==> config.mk <==
export PLATFORM = sky130hd
export DESIGN_NAME = fb_port_arbiter
export DESIGN_NICKNAME = d
export VERILOG_FILES = /design/src/rtl/fb_port_arbiter.sv
export SDC_FILE = /design/constraint.sdc
export NUM_CORES = 1
export LEC_CHECK = 0
export CAP_MARGIN = 40
export CELL_PAD_IN_SITES_DETAIL_PLACEMENT = 0
export CELL_PAD_IN_SITES_GLOBAL_PLACEMENT = 1
export CORE_MARGIN = 2
export CORE_UTILIZATION = 25
export CTS_CLUSTER_DIAMETER = 150
export DETAILED_ROUTE_END_ITERATION = 10
export PLACE_DENSITY_LB_ADDON = 0.1
export SETUP_SLACK_MARGIN = 0.3
export SLEW_MARGIN = 20
export SYNTH_ARGS = -nofsm -noshare
export SYNTH_HDL_FRONTEND = slang
export SYNTH_SLANG_ARGS = --single-unit
==> constraint.sdc <==
create_clock -name clk -period 3.6 [get_ports clk]
set_input_delay 1.08 -clock clk [delete_from_list [all_inputs] [get_ports clk]]
set_output_delay 1.08 -clock clk [all_outputs]
set_load 0.03 [all_outputs]
==> src/rtl/fb_port_arbiter.sv <==
// Frame-buffer SRAM port arbiter: display scan-out reads always win the single
// port; a valid/ack pixel writer gets the remaining cycles.
module fb_port_arbiter #(
  parameter int ADDR_W        = 19,
  parameter int DATA_W        = 8,
  parameter int H_ACTIVE      = 640,
  parameter int V_ACTIVE      = 480,
  parameter int WR_BLANK_ONLY = 0
) (
  input  logic              clk,
  input  logic              rst,
  input  logic              pixel_pulse,
  input  logic [9:0]        col,
  input  logic [9:0]        row,
  input  logic              wr_req,
  input  logic [ADDR_W-1:0] wr_addr,
  input  logic [DATA_W-1:0] wr_data,
  output logic              wr_ack,
  output logic              wr_err,
  output logic [ADDR_W-1:0] mem_addr,
  output logic [DATA_W-1:0] mem_wdata,
  output logic              mem_we,
  output logic              mem_re,
  input  logic [DATA_W-1:0] mem_rdata,
  output logic [DATA_W-1:0] pix_data,
  output logic              pix_valid,
  output logic              frame_done
);

  localparam logic [ADDR_W:0]   PIX_COUNT = (ADDR_W+1)'(H_ACTIVE * V_ACTIVE);
  localparam logic [ADDR_W-1:0] LAST_ADDR = ADDR_W'(H_ACTIVE * V_ACTIVE - 1);

  typedef enum logic {SYNC_WAIT, RUN} frame_state_t;
  typedef enum logic [1:0] {PORT_IDLE, PORT_READ, PORT_WRITE, PORT_REJECT} port_state_t;

  frame_state_t      frame_state_reg, frame_state_next;
  port_state_t       port_next;
  logic [ADDR_W-1:0] rd_addr_reg, rd_addr_next, rd_addr_cur;
  logic              rd_pipe_reg;
  logic              frame_start, active, disp, wr_blocked, wr_in_range;

  always_comb begin
    frame_start      = pixel_pulse && (col == 10'd0) && (row == 10'd0);
    active           = (32'(col) < H_ACTIVE) && (32'(row) < V_ACTIVE);
    disp             = ((frame_state_reg == RUN) || frame_start) && pixel_pulse && active;
    wr_blocked       = (WR_BLANK_ONLY != 0) && active;
    wr_in_range      = {1'b0, wr_addr} < PIX_COUNT;
    // Frame start re-anchors the scan address so a slipped frame realigns.
    rd_addr_cur      = frame_start ? '0 : rd_addr_reg;

    frame_state_next = frame_state_reg;
    if (frame_start)
      frame_state_next = RUN;

    rd_addr_next = rd_addr_reg;
    if (disp)
      rd_addr_next = (rd_addr_cur == LAST_ADDR) ? '0 : rd_addr_cur + 1'b1;
    else if (frame_start)
      rd_addr_next = '0;

    // A request still visible while its ack is out has already been consumed.
    port_next = PORT_IDLE;
    if (disp)
      port_next = PORT_READ;
    else if (wr_req && !wr_ack && !wr_blocked)
      port_next = wr_in_range ? PORT_WRITE : PORT_REJECT;
  end

  always_ff @(posedge clk or posedge rst) begin
    if (rst) begin
      frame_state_reg <= SYNC_WAIT;
      rd_addr_reg     <= '0;
      rd_pipe_reg     <= 1'b0;
      wr_ack          <= 1'b0;
      wr_err          <= 1'b0;
      mem_addr        <= '0;
      mem_wdata       <= '0;
      mem_we          <= 1'b0;
      mem_re          <= 1'b0;
      pix_data        <= '0;
      pix_valid       <= 1'b0;
      frame_done      <= 1'b0;
    end else begin
      frame_state_reg <= frame_state_next;
      rd_addr_reg     <= rd_addr_next;
      mem_re          <= (port_next == PORT_READ);
      mem_we          <= (port_next == PORT_WRITE);
      wr_ack          <= (port_next == PORT_WRITE) || (port_next == PORT_REJECT);
      wr_err          <= (port_next == PORT_REJECT);
      frame_done      <= (port_next == PORT_READ) && (rd_addr_cur == LAST_ADDR);
      if (port_next == PORT_READ) begin
        mem_addr <= rd_addr_cur;
      end else if (port_next == PORT_WRITE) begin
        mem_addr  <= wr_addr;
        mem_wdata <= wr_data;
      end
      // SRAM data is valid the cycle after mem_re; capture it one cycle later.
      rd_pipe_reg <= mem_re;
      pix_valid   <= rd_pipe_reg;
      if (rd_pipe_reg)
        pix_data <= mem_rdata;
    end
  end

endmodule

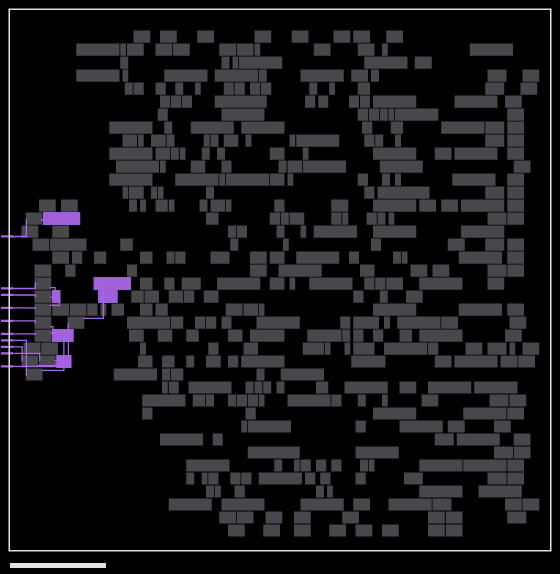
port_trees.png
The bar under the picture is 20 um long.
legend:
  purple:
    port: col
    bits: 10
    direction: input
    edge: left
    end_cells: 7
    buffers: 10
    wire: 123 um

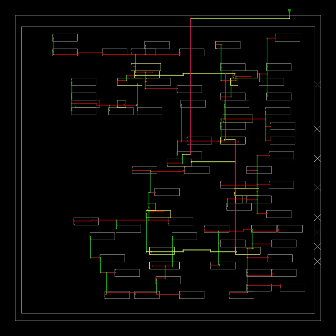
clock_nets.png
clock distribution power: 998 uW
clock tree sinks: 62
clock latency at the later pin of the worst-skew pair: 330 ps
seq_cells: 62

==> impl_metrics.tcl <==
# implementation run metrics
set metrics [dict create \
    fp.coreArea_mm2 0.01152 \
    common_cells "dfrtp_1 (62), nor2_1 (34), a21oi_1 (26)" \
    grt_pass1_wl_um 12630 \
    top_area_cell "dfrtp_1" \
    first_pass_iters 7 \
    hold_path.class "flip-flop to flip-flop" \
    timing.final.crit_share_pct 87.89 \
    cp_cell_sequence "clkdlybuf4s50_1, nor4_4, nand4_1, or4_4, and2_4, ha_4, and2_4, and4_4, nand2_4, or3_1, a21oi_1" \
    cts_tree "yes" \
    synth_cells 294 \
    drtIter0Drc 95 \
    top_area_share_pct 52.23 \
    required_ps 3790 \
    path_common_cell "and2_4" \
    violations "design-rule violations" \
    drc 8 \
    ir_drop_uv 238.8 \
    cp_top_family "simple AND/OR/NAND/NOR gates" \
    grt_usage_pct 12.65 \
    slew_headroom_pct 61.38 \
    max_freq_mhz 316.0 \
    nets 467 \
    status "complete, but fails checks" \
    grt_start_max_net_pins 39 \
    ctsHoldBuffers 0 \
    htree_levels 3 \
    cts_root_buf "clkbuf_16" \
]
[timing repair]
item / CTS / global route
setup endpoints to repair: 32 / 28
resized: 2 / 3
pin swaps: 2 / 2
buffers inserted: 0 / 1
[cell type report]
| cell class | instances | share of cell area (%) |
|---|---|---|
| tap | 143 | 3.838 |
| inverter | 2 | 0.1610 |
| clock buffer | 9 | 4.831 |
| multi-input combinational | 216 | 30.94 |
| sequential | 62 | 33.28 |
| timing repair buffer | 113 | 24.32 |
| clock inverter | 7 | 2.630 |
[metal layers]
metal / up-vias / share of wire, % / GRT usage (%)
met5: - / 0 / 0
met4: 0 / 1.6 / 5.041
met3: 10 / 8.2 / 3.321
met2: 93 / 44 / 19.80
met1: 1204 / 46 / 16.71
li1: 1281 / - / -
[per-stage QoR]
| stage | hold slack [ps] | instance area (um2) |
|---|---|---|
| 2_1_floorplan | 351.9 | 3058 |
| 6_report | 379.3 | 4662 |
| 5_1_grt | 380.8 | 4662 |
| 3_5_place_dp | 365.6 | 4288 |
| 4_1_cts | 379.0 | 4639 |
| 3_3_place_gp | 361.1 | 4288 |
[worst paths after layout]
check / startpoint / endpoint / slack [ps] / depth (start not counted)
worst max-delay path: row[7] / rd_addr_reg[18]$_DFF_PP0_ / 440 / 11
worst min-delay path: mem_re$_DFF_PP0_ / rd_pipe_reg$_DFF_PP0_ / 380 / 0
worst max register to register: rd_addr_reg[6]$_DFF_PP0_ / rd_addr_reg[7]$_DFF_PP0_ / 1580 / 5
worst min register to register: mem_re$_DFF_PP0_ / rd_pipe_reg$_DFF_PP0_ / 380 / 0
max in group asynchronous: rst / mem_we$_DFF_PP0_ / 1850 / 3
min in group asynchronous: rst / pix_data[2]$_DFFE_PP0P_ / 1140 / 2
[report_power, final]
group | switching [mW] | internal, mW | total, mW
logic | 0.309 | 0.279 | 0.589
clock network | 0.320 | 0.678 | 0.998
registers | 0.0440 | 0.786 | 0.830
[cells by family after synthesis]
group	Yosys count	synth area share [%]
DFF	62	52.23
muxes	16	6.066
AOI/OAI and AO/OA	59	11.63
buffers and inverters	16	2.569
adders and majority gates	4	1.685
and+or+nand+nor	126	22.58
xor gates and xnor gates	11	3.243
[cell usage in the layout (no fill, tap or decap), types with 3 or more instances in the layout]
| cell | n |
|---|---|
| mux2_2 | 16 |
| and4_1 | 4 |
| and2_1 | 3 |
| buf_4 | 11 |
| and2_4 | 3 |
| xnor2_1 | 7 |
| nand3_1 | 9 |
| clkdlybuf4s50_1 | 99 |
| a21oi_1 | 26 |
| nor2_1 | 34 |
| nand4_1 | 10 |
| nand3_2 | 3 |
| clkbuf_16 | 9 |
| dfrtp_1 | 62 |
| nor3_1 | 8 |
| nor2b_1 | 22 |
| nand2_1 | 12 |
| nor4_4 | 3 |
| xor2_1 | 4 |
| bufinv_16 | 3 |
| a31oi_1 | 21 |
| buf_12 | 3 |
| and3_1 | 4 |
Power is estimated from default activity; no workload was simulated.
